==> config.mk <==
export PLATFORM = sky130hd
export DESIGN_NAME = mem_arbiter
export DESIGN_NICKNAME = d
export VERILOG_FILES = /design/src/rtl/mem_arbiter.sv
export SDC_FILE = /design/constraint.sdc
export NUM_CORES = 1
export LEC_CHECK = 0
export CAP_MARGIN = 20
export CORE_MARGIN = 3
export CORE_UTILIZATION = 35
export DETAILED_ROUTE_END_ITERATION = 8
export GPL_TIMING_DRIVEN = 0
export PLACE_DENSITY_LB_ADDON = 0.08
export RECOVER_POWER = 50
export SYNTH_ARGS = -nofsm -noshare
export SYNTH_HDL_FRONTEND = slang
export SYNTH_SLANG_ARGS = --single-unit
==> constraint.sdc <==
create_clock -name clk -period 2.5 [get_ports clk]
set_input_delay 0.25 -clock clk [delete_from_list [all_inputs] [get_ports clk]]
set_output_delay 0.25 -clock clk [all_outputs]
set_load 0.03 [all_outputs]
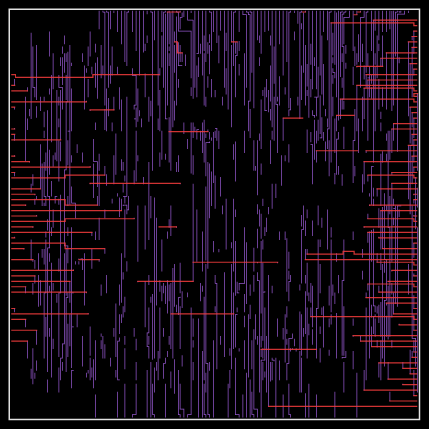
Figure 1: routed metal, one colour a layer.
(4 px per um) Only two layers are drawn.
| layer | colour | wire length |
|---|---|---|
| M2 | purple | 6,040 um |
| M3 | red | 1,110 um |
WL/cell: 15.83 um
All-Layer GR Usage: 21.30%

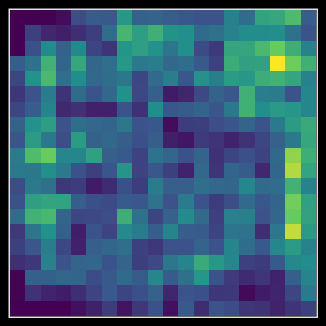
Figure 2: wiring heat map.
(3 px per um) The die is cut into 20 by 20 equal tiles; dark purple is low, yellow is high, scaled to the fullest tile. Values are wire area over tile area, all layers added.
tiles over half the peak: 18%
mean over tiles: 0.19
fullest tile: 0.56
via total after detailed routing: 3,556
wire length after detailed routing: 11,870 um

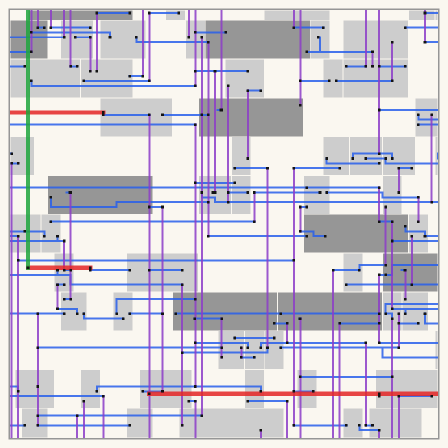
Figure 3: close-up of the layout.
Window x 36 to 66, y 36 to 66 um. Cells in grey, sequential cells in the stronger grey; small squares are vias.
| layer | colour |
|---|---|
| M2 | purple |
| M3 | red |
| M1 | blue |
| M4 | green |
sequential cells in the window: 7
most frequent: nand2_1 (8), clkbuf_1 (7), dfxtp_1 (7)
cells with their middle in the window: 52

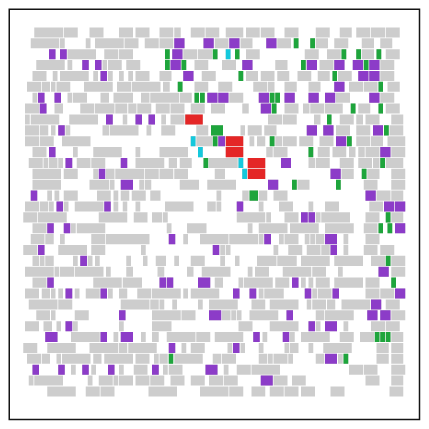
Figure 4: selected gate families.
(4 px per um)
| family | colour | cells |
|---|---|---|
| fa/ha/maj cells | red | 5 |
| inv cells | cyan | 5 |
| nor cells | green | 46 |
| aoi and oai cells | purple | 105 |
most frequent standard cell in the layout excluding fill and tap cells: clkdlybuf4s50_1
number of non-filler instances in the completed layout: 750
multi-input combinational area share: 27.02%

==> qor.rpt <==
ROUTING
-------------------------------------------------------------------------------------------------
Met3 wire length                                                                          1109 um
Post-Route M1 WL                                                                          4585 um
Post-detailed-route via-to-cell ratio                                                       4.741
Wire length on met2                                                                       6036 um
Iteration-0 DRC count of the detailed router                                                  124
Remaining DRCs                                                                                  0
Highest routing layer actually used                                                          met4
Number of detailed-route iterations in the first pass                                           4
Post-detailed-route count of antenna-violating nets                                             0

DIE
-------------------------------------------------------------------------------------------------
Placement Rows                                                                                 34
DIE HEIGHT                                                                               102.2 um
Chip Area                                                                             10,440 um^2
Number of primary I/O pins                                                                    225
Overall die width                                                                        102.2 um
Initial standard-cell utilization of the core                                              36.58%
Core region area                                                                        8848 um^2

PLACE
-------------------------------------------------------------------------------------------------
DP HPWL                                                                                   9338 um
Final weighted congestion in routability-driven placement                                  0.7564
Area post-placement                                                                     5604 um^2
IO buf count                                                                                  223

CLOCKING
-------------------------------------------------------------------------------------------------
Clock-pin slew of the registers on the worst-case setup and hold paths                      70 ps
Count of hold-fix buffers inserted at cts                                                       0
Root buffer cell                                                                         clkbuf_8
Clock insertion delay at the later pin of the skew report                                  330 ps
Num CTS Buffers                                                                                 9
Number of setup buffers added after CTS                                                         0
# resized after CTS                                                                            44
Clock tree buffer depth                                                                         2
TritonCTS clock tree                                                                          yes
H-Tree Level Count                                                                              3

MIN PATH
-------------------------------------------------------------------------------------------------
Worst hold stages                                                                               3
Type of the tightest min-delay check                                                    in -> reg

POWER
-------------------------------------------------------------------------------------------------
Combinational Power Share                                                                   24.3%
Comb. pwr                                                                              0.000662 W
Share of total power in the clock network                                                   33.5%
Clock-net power                                                                        0.000912 W
Highest ir drop seen on vdd                                                             0.3036 mV
Power in sequential cells                                                               0.00115 W
Switching part of the total                                                                28.70%
Power per cell area                                                                  483.0 nW/um^2
Part of the total power dissipated in sequential elements                                   42.2%
Top pwr grp                                                                             registers
Switching power                                                                       0.0007819 W
P_int                                                                                  0.001942 W
Leakage component of the power                                                           2.253 nW

STA
-------------------------------------------------------------------------------------------------
Worst clock skew                                                                         12.15 ps
Setup TNS Final                                                                              0 ps
RSZ-0062 raised after global routing                                                        false
Final worst-path cycle share                                                               94.24%
Final count of negative-setup-slack endpoints                                                   0
Post-route minimum period                                                                 2356 ps
Final-report hold violation count                                                               0
Fin. max-slew vios                                                                              0
Least-Margin Pin Slew                                                                    720.0 ps
Max Freq                                                                               0.4245 GHz
Slew HR                                                                                    52.00%

GLOBAL ROUTING
-------------------------------------------------------------------------------------------------
Global-route wire length before repair                                                  17,420 um
Initial antenna violation count                                                                 0
Grt ovf                                                                                         0
Met2 Usage GRT                                                                             38.08%
M3 GR Usage                                                                                7.850%
Pin count of the biggest net entering global routing                                           13
GRT met1 Usage                                                                             23.96%
Number of global-route vias before repair                                                   3,420
GRT Max-Usage Layer                                                                          met2

SYNTH
-------------------------------------------------------------------------------------------------
Share of async-settable or async-resettable flops after synthesis                              0%
Average instance area after synthesis                                                  8.032 um^2
Dominant cell area share                                                                   42.67%
Commonest cells in the netlist                                                       nand2_1 (98), dfxtp_1 (69), nor2_1 (44), a22oi_1 (40), a21oi_1 (34)
Synth Flop Type                                                                           dfxtp_1
Yosys Instances                                                                               403
Net Count, Synth                                                                              524
Number of distinct library cell variants in the gate-level netlist after synthesis             23
Number of instances in the synthesized netlist                                                403
Chip area line of the yosys report                                                      3237 um^2
Post-synth top area cell                                                                  dfxtp_1
Flop and latch count out of synthesis                                                          69
Number of enable flip-flop cells                                                                0
Share of the yosys chip area belonging to registers                                        42.67%
Main area contributors                                                               dfxtp_1 (43%), nand2_1 (11%), a22oi_1 (9.3%), a21oi_2 (8.1%), nand2_2 (5.8%)
Netlist area before placement                                                           3237 um^2
Count of warnings emitted by yosys                                                              0
Most repeated cell in the gate-level netlist after synthesis                              nand2_1

CRITICAL PATH
-------------------------------------------------------------------------------------------------
Worst-case register-to-register setup slack                                                500 ps
Critical path capture point type                                                       output pin
Worst path cell trace                                                                inv_1 > ha_1 > buf_2 > buf_2 > a22oi_1 > nor2_1 > dlygate4sd2_1
Crit path arrival time                                                                    2110 ps
Cell repeated most along the worst path                                                     buf_2
Type of the worst setup path                                                           reg -> out
WP data required                                                                          2250 ps
Largest stage delay on the critical path                                                   420 ps
Critical path startpoint category                                                        register
Slowest stage cell, crit path                                                        dlygate4sd2_1
Max FO, Critical Path                                                                          10

FLOW RUN
-------------------------------------------------------------------------------------------------
Max-capacitance violation count                                                                 0
Count of tool warnings                                                                         29

OUTCOME
-------------------------------------------------------------------------------------------------
Outcome                                                                                 completed

LAYOUT
-------------------------------------------------------------------------------------------------
N_diodes                                                                                        0
Area of all placed cells without fillers                                                5639 um^2
Post-synthesis to final-layout area growth                                                 74.22%
Nets                                                                                          758
Utilization after layout                                                                   63.73%
Proportion of layout cells with a drive suffix above 1                                     12.46%

layout make-up:
| cell class | instances | area, um^2 |
|---|---|---|
| inverters | 5 | 18.77 |
| clock inverters | 5 | 57.56 |
| plain buffers | 37 | 187.7 |
| well taps | 108 | 135.1 |
| flip-flops and latches | 69 | 1381 |
| repair buffers | 223 | 2193 |
| clock buffers | 11 | 141.4 |
| multi-input cells | 292 | 1524 |
| fillers | 845 | 3209 |
layout by cell type, fill, tap and decap left out, drive strengths merged, types with 3 or more instances in the layout:
cell type	netlist	layout
ha	5	5
dfxtp	69	69
clkbuf	11	35
nand2b	4	4
clkdlybuf4s50	0	162
a21oi	64	64
dlygate4sd3	0	20
a22oi	40	40
dlygate4sd2	0	31
nor2	44	44
nand2	128	128
inv	5	6
clkdlybuf4s15	0	4
clkinv	0	3
buf	26	15
dlymetal6s2s	0	4
cells by family after synthesis:
family / after synthesis / synth area share, %
fa+ha+maj: 5 / 1.933
simple gates: 179 / 23.73
flops: 69 / 42.67
buf+inv: 42 / 7.924
compound gates: 107 / 23.42
mux: 1 / 0.3093
worst max-delay path, delay by kind of cell, from the launching register on:
| family | cells | cell delay (ps) |
|---|---|---|
| DFF | 1 | 330 |
| AOI/OAI and AO/OA | 1 | 120 |
| adders and majority gates | 1 | 240 |
| buffers and inverters | 4 | 990 |
| and+or+nand+nor | 1 | 100 |
per-stage QoR:
step / hold slack [ps] / worst slack [ps] / total power [W] / std cells
floorplan: 376.9 / 551.3 / 0.001508 / 403
finish: 324.5 / 144.1 / 0.002724 / 750
global route: 322.1 / 4.108 / 0.002863 / 750
detailed placement: 446.3 / 204.9 / 0.001876 / 734
global placement: 441.3 / 239.3 / 0.001865 / 734
CTS: 320.1 / 0.1281 / 0.002778 / 750
Power is estimated from default activity; no workload was simulated.
